### src/rtl/seq_pattern_tx_pkg.sv
// rtl/seq_pattern_tx_pkg.sv - shared constants and state encodings for seq_pattern_tx
package seq_pattern_pkg;

  localparam int SEQ_PAT_W_DEF = 5;
  localparam int SEQ_CNT_W_DEF = 4;

  localparam logic [SEQ_PAT_W_DEF-1:0] SEQ_DEFAULT_PATTERN = 5'b10101;

  localparam int SEQ_BIT_IDX_W = $clog2(SEQ_PAT_W_DEF);

  localparam logic [1:0] ST_IDLE  = 2'd0;
  localparam logic [1:0] ST_SHIFT = 2'd1;
  localparam logic [1:0] ST_DONE  = 2'd2;
  localparam logic [1:0] ST_GAP   = 2'd3;

  // Bit-index width for an arbitrary pattern width, never narrower than one bit
  function automatic int seq_idx_w(input int pat_w);
    return (pat_w <= 2) ? 1 : $clog2(pat_w);
  endfunction

endpackage

### src/rtl/seq_pattern_tx_if.sv
// rtl/seq_pattern_tx_if.sv - control and serial-output bundle of seq_pattern_tx
interface seq_pattern_tx_if
  import seq_pattern_pkg::*;
#(
  parameter int PAT_W = SEQ_PAT_W_DEF,
  parameter int CNT_W = SEQ_CNT_W_DEF
);

  logic             load;
  logic [PAT_W-1:0] pat_in;
  logic             start;
  logic [CNT_W-1:0] rep;
  logic             seq_out;
  logic             valid;
  logic             busy;
  logic             done;

  modport master (
    output load, pat_in, start, rep,
    input  seq_out, valid, busy, done
  );

  modport slave (
    input  load, pat_in, start, rep,
    output seq_out, valid, busy, done
  );

endinterface

### src/rtl/seq_pattern_tx.sv
// rtl/seq_pattern_tx.sv - serial pattern transmitter, MSB first, REP repeats; SEQ_PATTERN_TX_GAP_EN adds an idle cycle between repeats
module seq_pattern_tx
  import seq_pattern_pkg::*;
#(
  parameter int               PAT_W   = SEQ_PAT_W_DEF,
  parameter logic [PAT_W-1:0] PATTERN = SEQ_DEFAULT_PATTERN,
  parameter int               CNT_W   = SEQ_CNT_W_DEF
)(
  input logic               clk,
  input logic               arstn,
  seq_pattern_tx_if.slave   bus
);

  localparam int             IW       = seq_idx_w(PAT_W);
  localparam logic [IW-1:0]  LAST_IDX = IW'(PAT_W - 1);

  logic [1:0]       r_state;
  logic [IW-1:0]    r_bit_idx;
  logic [CNT_W-1:0] r_rep_cnt;
  logic [PAT_W-1:0] r_pat;
  logic             r_seq_out;
  logic             r_valid;
  logic             r_busy;
  logic             r_done;

  logic w_last_bit;
  logic w_last_rep;

  assign w_last_bit = (r_bit_idx == '0);
  assign w_last_rep = (r_rep_cnt == CNT_W'(1));

  // Sequencer: walks bit index and repeat count, start is honoured only in IDLE
  always_ff @(posedge clk or negedge arstn) begin
    if (!arstn) begin
      r_state   <= ST_IDLE;
      r_bit_idx <= '0;
      r_rep_cnt <= '0;
    end else begin
      case (r_state)
        ST_IDLE: begin
          if (bus.start) begin
            if (bus.rep != '0) begin
              r_rep_cnt <= bus.rep;
              r_bit_idx <= LAST_IDX;
              r_state   <= ST_SHIFT;
            end else begin
              r_state   <= ST_DONE;
            end
          end
        end
        ST_SHIFT: begin
          if (w_last_bit) begin
            r_rep_cnt <= r_rep_cnt - CNT_W'(1);
            if (w_last_rep) begin
              r_state <= ST_DONE;
            end else begin
              r_bit_idx <= LAST_IDX;
`ifdef SEQ_PATTERN_TX_GAP_EN
              r_state   <= ST_GAP;
`endif
            end
          end else begin
            r_bit_idx <= r_bit_idx - IW'(1);
          end
        end
`ifdef SEQ_PATTERN_TX_GAP_EN
        ST_GAP: begin
          r_state <= ST_SHIFT;
        end
`endif
        ST_DONE: begin
          r_state <= ST_IDLE;
        end
        default: begin
          r_state <= ST_IDLE;
        end
      endcase
    end
  end

  // Pattern register: writable only while idle so a transmission sees a frozen pattern
  always_ff @(posedge clk or negedge arstn) begin
    if (!arstn) begin
      r_pat <= PATTERN;
    end else if ((r_state == ST_IDLE) && bus.load) begin
      r_pat <= bus.pat_in;
    end
  end

  // Output stage: registered view of the current state, one cycle behind the sequencer
  always_ff @(posedge clk or negedge arstn) begin
    if (!arstn) begin
      r_seq_out <= 1'b0;
      r_valid   <= 1'b0;
      r_busy    <= 1'b0;
      r_done    <= 1'b0;
    end else begin
      r_seq_out <= (r_state == ST_SHIFT) && r_pat[r_bit_idx];
      r_valid   <= (r_state == ST_SHIFT);
      r_busy    <= (r_state == ST_SHIFT) || (r_state == ST_GAP);
      r_done    <= (r_state == ST_DONE);
    end
  end

  assign bus.seq_out = r_seq_out;
  assign bus.valid   = r_valid;
  assign bus.busy    = r_busy;
  assign bus.done    = r_done;

endmodule

### src/flat_wrapper.sv
// flat-port wrapper written by rule: the top's interface ports become plain ports
module seq_pattern_tx_flat import seq_pattern_pkg::*;
#(
  parameter int               PAT_W   = SEQ_PAT_W_DEF,
  parameter logic [PAT_W-1:0] PATTERN = SEQ_DEFAULT_PATTERN,
  parameter int               CNT_W   = SEQ_CNT_W_DEF
)
  (clk, arstn, bus_load, bus_pat_in, bus_start, bus_rep, bus_seq_out, bus_valid, bus_busy, bus_done);
  seq_pattern_tx_if #(.PAT_W(PAT_W), .CNT_W(CNT_W)) bus_i ();
  input logic clk;
  input logic arstn;
  input wire logic [$bits(bus_i.load)-1:0] bus_load;
  input wire logic [$bits(bus_i.pat_in)-1:0] bus_pat_in;
  input wire logic [$bits(bus_i.start)-1:0] bus_start;
  input wire logic [$bits(bus_i.rep)-1:0] bus_rep;
  output wire logic [$bits(bus_i.seq_out)-1:0] bus_seq_out;
  output wire logic [$bits(bus_i.valid)-1:0] bus_valid;
  output wire logic [$bits(bus_i.busy)-1:0] bus_busy;
  output wire logic [$bits(bus_i.done)-1:0] bus_done;
  assign bus_i.load = bus_load;
  assign bus_i.pat_in = bus_pat_in;
  assign bus_i.start = bus_start;
  assign bus_i.rep = bus_rep;
  assign bus_seq_out = bus_i.seq_out;
  assign bus_valid = bus_i.valid;
  assign bus_busy = bus_i.busy;
  assign bus_done = bus_i.done;
  seq_pattern_tx #(.PAT_W(PAT_W), .PATTERN(PATTERN), .CNT_W(CNT_W)) u_core (.clk(clk), .arstn(arstn), .bus(bus_i));
endmodule
### config.mk
export PLATFORM = sky130hd
export DESIGN_NAME = seq_pattern_tx_flat
export DESIGN_NICKNAME = d
export VERILOG_FILES = /design/src/rtl/seq_pattern_tx_pkg.sv /design/src/rtl/seq_pattern_tx_if.sv /design/src/rtl/seq_pattern_tx.sv /design/src/flat_wrapper.sv
export SDC_FILE = /design/constraint.sdc
export NUM_CORES = 1
export LEC_CHECK = 0
export ABC_CLOCK_PERIOD_IN_PS = 3000
export CELL_PAD_IN_SITES_DETAIL_PLACEMENT = 1
export CELL_PAD_IN_SITES_GLOBAL_PLACEMENT = 1
export CORE_MARGIN = 5
export CORE_UTILIZATION = 43
export DETAILED_ROUTE_END_ITERATION = 12
export PLACE_DENSITY = 0.9
export SLEW_MARGIN = 25
export SYNTH_ARGS = -nofsm -noshare
export SYNTH_HDL_FRONTEND = slang
export SYNTH_SLANG_ARGS = --single-unit
### constraint.sdc
create_clock -name clk -period 3 [get_ports clk]
set_input_delay 0.45 -clock clk [delete_from_list [all_inputs] [get_ports clk]]
set_output_delay 0.45 -clock clk [all_outputs]
set_load 0.02 [all_outputs]
==> run_results.csv, run 1 <==
group,metric,value,unit
synth,top_area_share,39.47,%
grt,grt-busiest-layer,"met2",
finish,regArea,454.2,um2
power,powerSeq,0.463,mW
grt,grt_use_met3,2.489,%
finish,reg_top3,"u_core.r_pat: 5 flops, u_core.r_rep_cnt: 4 flops, u_core.r_bit_idx: 3 flops",
clocking,cts-root-buf,"clkbuf_4",
synth,synth-compound-area-share,11.45,%
floorplanning,rows,17,
finish,clock_buffers,4,
critical_path,cp_num_buf_inv,0,
synth,syn_area_per_cell,11.89,um2
grt,grt_usage,16.90,%
power,internal_power,0.6499,mW
outcome,status,"finished clean",
critical_path,r2r_start,"u_core.r_bit_idx[0]$_DFFE_PN0P_",
sta,worst_pin_slew,0.7809,ns
sta,rsz0062_at_grt,"no",
grt,grt_overflow_total,0,
power,p_comb_share,41.0,%
route,dr_total_vias,726,
synth,synth_cell_type_count,37,
hold_path,hp-class,"reg -> reg",
synth,logic_family,"simple AND/OR/NAND/NOR gates",
synth,synth_nets,96,
synth,synthSimpleGateAreaFrac,23.03,%
power,clkPwrFrac,14.4,%
hold_path,holdPathStages,1,
synth,synthCells,80,
route,routed-wl-met3,55,um
synth,ys_seq_share,47.76,%
synth,yosys_warnings,0,
clocking,cts_hold_buffers,0,
synth,edf_count,0,
finish,mi_logic_area,444.2,um2
route,drtAntennaViolNets,0,
job,drv_cap,0,
critical_path,crit_cells,5,
finish,stdcell_count,124,
hold_path,hold_path.startpoint,"u_core.r_pat[3]$_DFFE_PN0P_",
critical_path,startpoint_type,"register",
critical_path,worst-r2r-cell-count,5,
power,power_leader,"registers",
finish,utilization,53.11,%
finish,largest_register_ffs,5,
sta,finalSetupTns,0,ns
critical_path,max_stage_delay,0.45,ns
finish,non_clock_inverter_count,6,
floorplanning,die-area,3252,um2
sta,setup_viol,0,
floorplanning,taps,28,
floorplanning,fp.coreArea,2170,um2
placed_design,pre_cts_slack,0.9673,ns
placed_design,dp.cells,120,
critical_path,path_class,"reg -> reg",
critical_path,critPathCaptureType,"register",
route,viasPerCell,5.855,
critical_path,timing.rr.end,"u_core.r_rep_cnt[3]$_DFFE_PN0P_",
hold_path,min_to,"u_core.r_pat[3]$_DFFE_PN0P_",
sta,min_period,1.893,ns
route,drc,0,
synth,top_cells_by_count,"dfrtp_1 (15), inv_1 (5), mux2_2 (5), nand2_1 (5)",
finish,fill_cells,235,
finish,clock_area_share,3.149,%
route,dr.pass1.iters,4,
clocking,post_cts_buffers,0,
power,swShare,37.31,%
sta,timing.hold.ws,0.5466,ns
synth,ys.flops,18,
grt,antenna_found_initial,0,
finish,logic_gates,52,
floorplanning,fp_util,43.83,%
synth,yosysTopAreaCell,"dfrtp_1",
critical_path,r2r_slack,1.11,ns
job,warnings,27,
power,p_leak,0.4553,nW
critical_path,required,3.21,ns
synth,most_common_cell,"dfrtp_1",
clocking,cts.sinks,18,
Figure 1. Nets reached from selected ports (run 1).
(4 px per um)
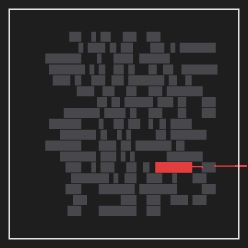
- red: bus_seq_out (bits 1; direction output; edge right; end cells 1; wire 8.60 um)
boundary pin count: 17
port buffer count: 16

Figure 2. Sizing map (run 1).
(8 px per um)
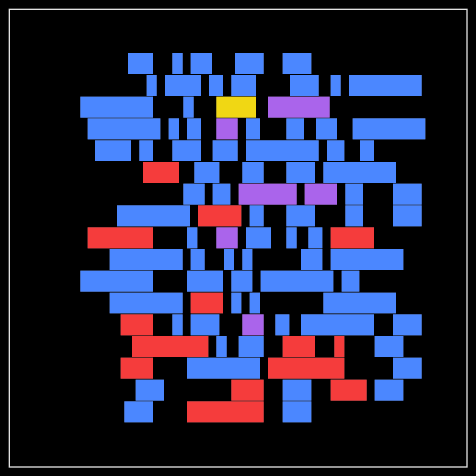
- blue: drive 1 or less (cells 75; share 78%; most used clkdlybuf4s50_1)
- purple: drive 3 to 4 (cells 6; share 6.3%; most used clkbuf_4)
- red: drive 2 (cells 14; share 15%; most used mux2_2)
- yellow: drive 6 and up (cells 1; share 1.0%; most used clkbuf_8)
Non-clock buffers: 16
P&R area growth vs syn: 21.18%
Setup WS post-layout: 1.107 ns

Figure 3. Ports around the boundary (run 1).
(8 px per um) Pins as bars across the die edge, other pins in gray.
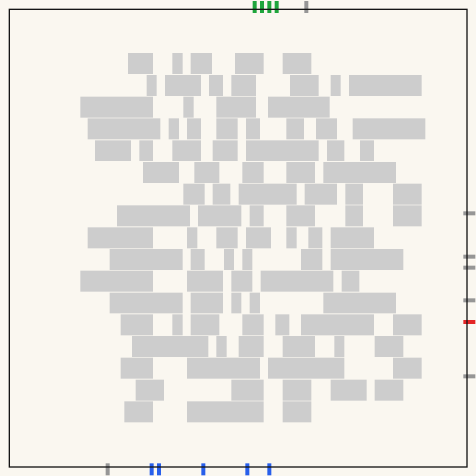
- green: bus_rep (pins 4; direction input; edge top)
- red: bus_seq_out (pins 1; direction output; edge right)
- blue: bus_pat_in (pins 5; direction input; edge bottom)
- all pins by edge: 6 right, 6 bottom, 5 top
Die X: 57.03 um
die height: 57.03 um

Figure 4. Gate families picked out (run 1).
(8 px per um)
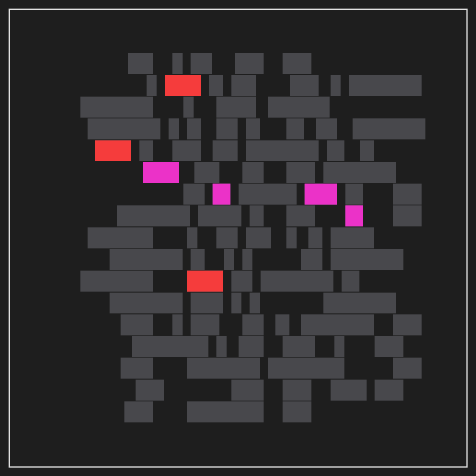

--- run 2 (diff from run 1) ---
ABC_CLOCK_PERIOD_IN_PS = 1600   (was 3000)
CORE_UTILIZATION = 36   (was 43)
PLACE_DENSITY = 0.81   (was 0.9)
clock period = 1.6 ns   (was 3 ns; I/O delays follow)
Figure 5. Gate families picked out (run 2).
(8 px per um)
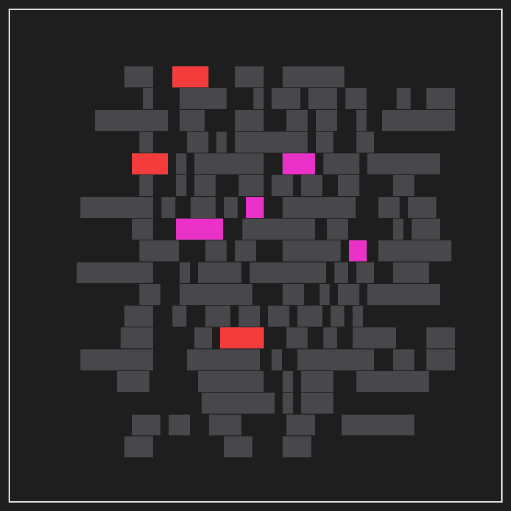
- red: adder and majority cells (cells 3)
- magenta: AND and OR gates (cells 4; where middle)
most frequent logic cell in the layout: clkdlybuf4s50_1
Non-Filler Instances: 139
Comb/total area: 37.28%

==> run 2 against run 1 <==
Net effect:
- sequential power rose by 81%
- clock skew rose by 0.0047 ns
- routed wire length rose by 2.1%
- core utilization fell by 1.6 points
- power rose by 100%
- critical path type is now reg -> out
- critical endpoint is now bus_busy
- largest cell class is now multi-input combinational cells
==> run_results.csv, run 2 <==
group,metric,value,unit
synth,most_common_cell,"dfrtp_1",
outcome,status,"finished clean",
synth,synthSimpleGateAreaFrac,23.03,%
floorplanning,rows,18,
finish,clock_buffers,4,
critical_path,crit_cells,1,
power,swShare,35.91,%
grt,grt-busiest-layer,"met2",
sta,setup_viol,0,
critical_path,path_class,"reg -> out",
synth,yosysTopAreaCell,"dfrtp_1",
floorplanning,pin_count,17,
route,drtAntennaViolNets,0,
power,p_leak,0.5238,nW
synth,synth_cell_type_count,37,
synth,edf_count,0,
finish,logic_gates,52,
finish,syn_to_final_growth,35.53,%
floorplanning,die-area,3769,um2
synth,yosys_warnings,0,
critical_path,r2r_start,"u_core.r_bit_idx[1]$_DFFE_PN0P_",
finish,non_clock_inverter_count,6,
sta,fin_ws,0.1073,ns
finish,clock_area_share,2.816,%
sta,rsz0062_at_grt,"no",
clocking,post_cts_buffers,0,
hold_path,hp-class,"in -> async",
synth,synth-compound-area-share,11.45,%
power,clkPwrFrac,13.5,%
critical_path,max_stage_delay,0.60,ns
synth,ys.flops,18,
finish,signal_buffers,29,
power,power_leader,"combinational logic",
synth,top_area_share,39.47,%
grt,grt_usage,14.94,%
finish,utilization,51.55,%
placed_design,pre_cts_slack,-0.08220,ns
route,routed-wl-met3,73,um
critical_path,worst-r2r-cell-count,6,
sta,timing.hold.ws,0.2573,ns
sta,min_period,1.493,ns
clocking,cts-root-buf,"clkbuf_4",
No activity file was given, so power comes from the tool's default toggle rates.
